**src/rtl/dmem_arb_pkg.sv**
```systemverilog
// dmem_arb_pkg: shared encodings for the data-memory arbiter.
// It holds the sequencer states, the grant owner codes and the
// starvation-counter width helper.
package dmem_arb_pkg;

  // Access sequencer states
  localparam logic [1:0] IDLE = 2'd0;
  localparam logic [1:0] BUSY = 2'd1;
  localparam logic [1:0] DONE = 2'd2;

  // Grant owner
  localparam logic GNT_CPU = 1'b0;
  localparam logic GNT_DBG = 1'b1;

  // Starvation counter width for the default STARVE_MAX of 4
  localparam int STARVE_MAX_DEF = 4;
  localparam int STARVE_CNT_W   = $clog2(STARVE_MAX_DEF + 1);

  // Width needed to count 0..starve_max inclusive
  function automatic int starve_cnt_w(input int starve_max);
    return $clog2(starve_max + 1);
  endfunction

endpackage

```
**src/rtl/dmem_arb_prio.sv**
```systemverilog
// dmem_arb_prio: IDLE-state grant decision with a starvation guard.
// The CPU normally wins. After STARVE_MAX consecutive CPU grants made while
// the debug port waits, the debug port is forced through.
module dmem_arb_prio
  import dmem_arb_pkg::*;
#(
  parameter int STARVE_MAX = 4
) (
  input  logic clk,
  input  logic reset,
  input  logic i_arb_en,
  input  logic i_cpu_req,
  input  logic i_dbg_req,
  output logic o_gnt_valid,
  output logic o_gnt_sel
);

  localparam int CNT_W = starve_cnt_w(STARVE_MAX);

  logic [CNT_W-1:0] r_starve_cnt;
  logic             w_force_dbg;

  assign w_force_dbg = i_dbg_req && (r_starve_cnt == CNT_W'(STARVE_MAX));

  // Grant decision, only meaningful while the sequencer is idle
  always_comb begin
    // NOTE: every output gets a default first so that no path through the
    // block leaves a value unassigned, which would infer a latch.
    o_gnt_valid = 1'b0;
    o_gnt_sel   = GNT_CPU;
    if (i_arb_en) begin
      if (w_force_dbg) begin
        o_gnt_valid = 1'b1;
        o_gnt_sel   = GNT_DBG;
      end else if (i_cpu_req) begin
        o_gnt_valid = 1'b1;
        o_gnt_sel   = GNT_CPU;
      end else if (i_dbg_req) begin
        o_gnt_valid = 1'b1;
        o_gnt_sel   = GNT_DBG;
      end
    end
  end

  // Count CPU grants that bypass a waiting debug request; clear on a debug grant
  always_ff @(posedge clk or negedge reset) begin
    if (!reset) begin
      r_starve_cnt <= '0;
    end else if (o_gnt_valid) begin
      if (o_gnt_sel == GNT_DBG) begin
        r_starve_cnt <= '0;
      end else if (i_dbg_req && (r_starve_cnt != CNT_W'(STARVE_MAX))) begin
        r_starve_cnt <= r_starve_cnt + CNT_W'(1);
      end
    end
  end

endmodule

```
**src/rtl/dmem_arbiter.sv**
```systemverilog
// dmem_arbiter: shares a single-ported data memory between the pipeline
// Mem stage (CPU) and a debug/loader port (DBG). Each access runs
// IDLE -> BUSY (MEM_LAT cycles) -> DONE -> IDLE. The pipeline is stalled
// while a CPU access is pending.
// Optional macro DMEM_ARB_PERF_EN adds stall-cycle and debug-grant counters.
module dmem_arbiter
  import dmem_arb_pkg::*;
#(
  parameter int ADDR_W     = 32,
  parameter int DATA_W     = 32,
  parameter int MEM_LAT    = 2,
  parameter int STARVE_MAX = 4
) (
  input  logic              clk,
  input  logic              reset,
  input  logic              cpu_req,
  input  logic              cpu_we,
  input  logic [ADDR_W-1:0] cpu_addr,
  input  logic [DATA_W-1:0] cpu_wdata,
  output logic [DATA_W-1:0] cpu_rdata,
  output logic              cpu_stall,
  input  logic              dbg_req,
  input  logic              dbg_we,
  input  logic [ADDR_W-1:0] dbg_addr,
  input  logic [DATA_W-1:0] dbg_wdata,
  output logic [DATA_W-1:0] dbg_rdata,
  output logic              dbg_ack,
  output logic              mem_en,
  output logic              mem_we,
  output logic [ADDR_W-1:0] mem_addr,
  output logic [DATA_W-1:0] mem_wdata,
  input  logic [DATA_W-1:0] mem_rdata
`ifdef DMEM_ARB_PERF_EN
  ,
  output logic [31:0]       perf_stall_cnt,
  output logic [15:0]       perf_dbg_grants
`endif
);

  localparam int LAT_W = (MEM_LAT > 1) ? $clog2(MEM_LAT) : 1;

  logic [1:0]        r_state;
  logic              r_grant;
  logic [LAT_W-1:0]  r_lat_cnt;
  logic              r_we;
  logic [ADDR_W-1:0] r_addr;
  logic [DATA_W-1:0] r_wdata;
  logic [DATA_W-1:0] r_cpu_rdata;
  logic [DATA_W-1:0] r_dbg_rdata;

  logic w_gnt_valid;
  logic w_gnt_sel;
  logic w_busy;
  logic w_done;

  dmem_arb_prio #(
    .STARVE_MAX (STARVE_MAX)
  ) u_prio (
    .clk         (clk),
    .reset       (reset),
    .i_arb_en    (r_state == IDLE),
    .i_cpu_req   (cpu_req),
    .i_dbg_req   (dbg_req),
    .o_gnt_valid (w_gnt_valid),
    .o_gnt_sel   (w_gnt_sel)
  );

  assign w_busy = (r_state == BUSY);
  assign w_done = (r_state == DONE);

  // Memory strobes are decoded from state so an async reset drops them at once
  assign mem_en    = w_busy;
  assign mem_we    = w_busy & r_we;
  assign mem_addr  = r_addr;
  assign mem_wdata = r_wdata;

  assign cpu_rdata = r_cpu_rdata;
  assign dbg_rdata = r_dbg_rdata;
  assign dbg_ack   = w_done && (r_grant == GNT_DBG);
  assign cpu_stall = cpu_req && !(w_done && (r_grant == GNT_CPU));

  // Access sequencer: latch the winner, count out the memory latency, complete
  always_ff @(posedge clk or negedge reset) begin
    if (!reset) begin
      r_state     <= IDLE;
      r_grant     <= GNT_CPU;
      r_lat_cnt   <= '0;
      r_we        <= 1'b0;
      r_addr      <= '0;
      r_wdata     <= '0;
      r_cpu_rdata <= '0;
      r_dbg_rdata <= '0;
    end else begin
      // NOTE: sequential state uses non-blocking assignments so every register
      // here sees the pre-edge values of the others, independent of order.
      case (r_state)
        IDLE: begin
          if (w_gnt_valid) begin
            r_grant   <= w_gnt_sel;
            r_we      <= (w_gnt_sel == GNT_DBG) ? dbg_we    : cpu_we;
            r_addr    <= (w_gnt_sel == GNT_DBG) ? dbg_addr  : cpu_addr;
            r_wdata   <= (w_gnt_sel == GNT_DBG) ? dbg_wdata : cpu_wdata;
            r_lat_cnt <= LAT_W'(MEM_LAT - 1);
            r_state   <= BUSY;
          end
        end
        BUSY: begin
          if (r_lat_cnt == '0) begin
            if (r_grant == GNT_DBG) r_dbg_rdata <= mem_rdata;
            else                    r_cpu_rdata <= mem_rdata;
            r_state <= DONE;
          end else begin
            r_lat_cnt <= r_lat_cnt - LAT_W'(1);
          end
        end
        DONE:    r_state <= IDLE;
        default: r_state <= IDLE;
      endcase
    end
  end

`ifdef DMEM_ARB_PERF_EN
  // Free-running wrap-around counters of stall cycles and debug grants
  always_ff @(posedge clk or negedge reset) begin
    if (!reset) begin
      perf_stall_cnt  <= '0;
      perf_dbg_grants <= '0;
    end else begin
      if (cpu_stall) perf_stall_cnt <= perf_stall_cnt + 32'd1;
      if (w_gnt_valid && (w_gnt_sel == GNT_DBG))
        perf_dbg_grants <= perf_dbg_grants + 16'd1;
    end
  end
`endif

endmodule

```
**config.mk**
```make
export PLATFORM = sky130hd
export DESIGN_NAME = dmem_arbiter
export DESIGN_NICKNAME = d
export VERILOG_FILES = /design/src/rtl/dmem_arb_pkg.sv /design/src/rtl/dmem_arb_prio.sv /design/src/rtl/dmem_arbiter.sv
export SDC_FILE = /design/constraint.sdc
export NUM_CORES = 1
export LEC_CHECK = 0
export CAP_MARGIN = 0
export CORE_ASPECT_RATIO = 1.25
export CORE_MARGIN = 2
export CORE_UTILIZATION = 35
export DETAILED_ROUTE_END_ITERATION = 16
export PLACE_DENSITY = 0.73
export SLEW_MARGIN = 20
export SYNTH_ARGS = -nofsm -noshare
export SYNTH_HDL_FRONTEND = slang
export SYNTH_SLANG_ARGS = --single-unit
```
**constraint.sdc**
```tcl
create_clock -name clk -period 1.6 [get_ports clk]
set_input_delay 0.16 -clock clk [delete_from_list [all_inputs] [get_ports clk]]
set_output_delay 0.16 -clock clk [all_outputs]
set_load 0.01 [all_outputs]
```
M2 wires:
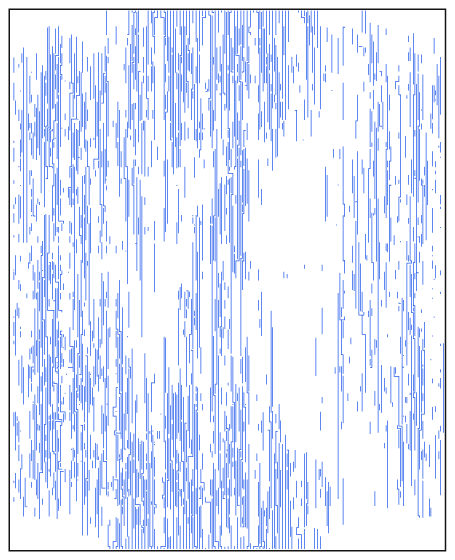
nets with wire on the layer: 980
longest straight run: 73.4 µm
wire length on this layer: 12500 µm
share of all routed wire: 54%
detailed-route wire length: 23330 µm
met2 layer usage reported by global route: 0.3791
via count: 5828

M3 wires:
Scale bar: 50 µm.
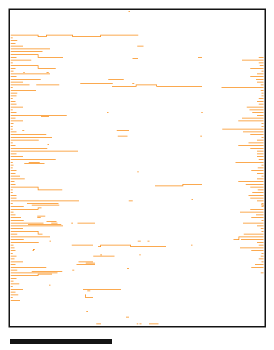
share of all routed wire: 6.4%
main direction: horizontal
nets with wire on the layer: 206
GR met3 Demand/Resource: 0.06534

==> results.yml <==
# synthesis and place-and-route metrics
floorplan:
  floorplan.io_pins: 298
  std_cell_rows: 55
  floorplan.core_util: 0.3566
  core_area_um2: 18030
  tap-cell-count: 228
  floorplan.die.width_um: 125.2
  chipArea_um2: 19470
  die.size.y_um: 155.5
worst_setup_path:
  criticalPathCategory: "reg2reg"
  critical_path.top_delay_family: "AND-OR/OR-AND gates"
  rr_endpoint: "mem_wdata[17]$_DFFE_PN0P_"
  worstPathMaxFanout: 11
  worst-r2r-setup-slack_ps: -70
  critical_path_arrival_ps: 1970
  cp_endpoint_kind: "flop"
  worst-endpoint-required_ps: 1900
  crit_slowest_cell: "sky130_fd_sc_hd__dfrtp_1"
  critical_path_cell_count: 6
yosys:
  most_common_cell: "sky130_fd_sc_hd__dfrtp_1"
  ys.warnings.count: 0
  synthTopCellsByArea: "sky130_fd_sc_hd__dfrtp_1, sky130_fd_sc_hd__mux2_2, sky130_fd_sc_hd__o311ai_4"
  postSynth.topFlopCell: "sky130_fd_sc_hd__dfrtp_1"
  muxShareOfSynthArea: 0.1121
  synth.cell_area_um2: 6429
  synth-xor-area-share: 0.001362
  top_cell_area_share: 0.5294
  yosys_cells: 540
  yosys.cell_types.count: 30
  synth.cells.most_frequent: "sky130_fd_sc_hd__dfrtp_1, sky130_fd_sc_hd__inv_1, sky130_fd_sc_hd__nand3_1, sky130_fd_sc_hd__o21ai_0, sky130_fd_sc_hd__mux2_2"
  synth-seq-cells: 136
  yosys.stat.chipArea_um2: 6429
  synth.largest_area_cell: "sky130_fd_sc_hd__dfrtp_1"
  ys_seq_share: 0.5294
  synth-edff-count: 0
  synth_cells: 540
cells_and_area:
  non_clock_buffer_share: 0.3361
  inverters: 69
  largest_cell_class: "buffers"
  combGateArea_um2: 3177
  synthToLayoutAreaGrowth_pct: 83.55
  number_of_multi_input_logic_gates: 289
  portion_of_the_layout_cell_area_used_by_clock_cells: 0.05980
  most_common_logic_cell_in_the_routed_design: "sky130_fd_sc_hd__clkdlybuf4s50_1"
  numSequentialCells: 136
  finish.utilization: 0.6545
  finalNonFillerCells: 1116
  final_area_um2: 11800
  filler_cell_count: 1322
drt:
  detail_route.vias_per_cell: 5.222
  wl_met2_um: 12500
  met3RoutedLength_um: 1502
  first_pass_iters: 6
global_route:
  via_count_of_the_first_global_routing_pass: 6143
  grt_start_max_net_pins: 66
  top_usage_layer: "met2"
  grt_overflow: 0
hold_path:
  min-delay-path-class: "in2async"
power_and_ir_drop:
  leakagePower_nw: 4.846
  seq_power_mw: 6.23
  share_seq_of_total_power: 0.257
  comb_power_share: 0.548
  share_clk_of_total_power: 0.195
  cellInternalPower_mw: 15.95
  switchingPower_mw: 8.261
  vdd.ir_drop.worst_uv: 996.0
  powerComb_mw: 13.3
  power_density_nw_per_um2: 2052
  power-top-group: "combinational logic"
timing:
  timing_worst_slew_pin_value_ps: 527.8
  fmax_mhz: 597.9
  worst_slew_margin_rel: 0.6481
  fin_worst_hold_slack_ps: 283.8
  timing.final.setup_violations: 17
  setup_ws_ps: -72.50
  min_cycle_time_layout_ps: 1672
  setup_tns_ps: -283.1
clock_tree:
  clkTransAtPathRegs_ps: 60
  ctsHoldBuffers: 1
  cts_post_setup_buffers_inserted: 2
  clock-sinks: 136
  postCtsResizedCells: 57
  cts_made_buffers: 17
  cts_htree_levels: 4
place:
  routabilityCongestion: 0.8024
  port-buffer-count: 297
  dp_hpwl_um: 14150
  place_ws_ps: -277.0
  post_dp_cell_area_um2: 9935
  placed_cells_incl_taps: 1060
run:
  log.warning_count: 29
  maxCapViolCount: 0
run_status:
  run_status: "finished, violations left"
  violations_in_the_final_reports: "negative setup slack"
Power and IR drop assume default switching activity.
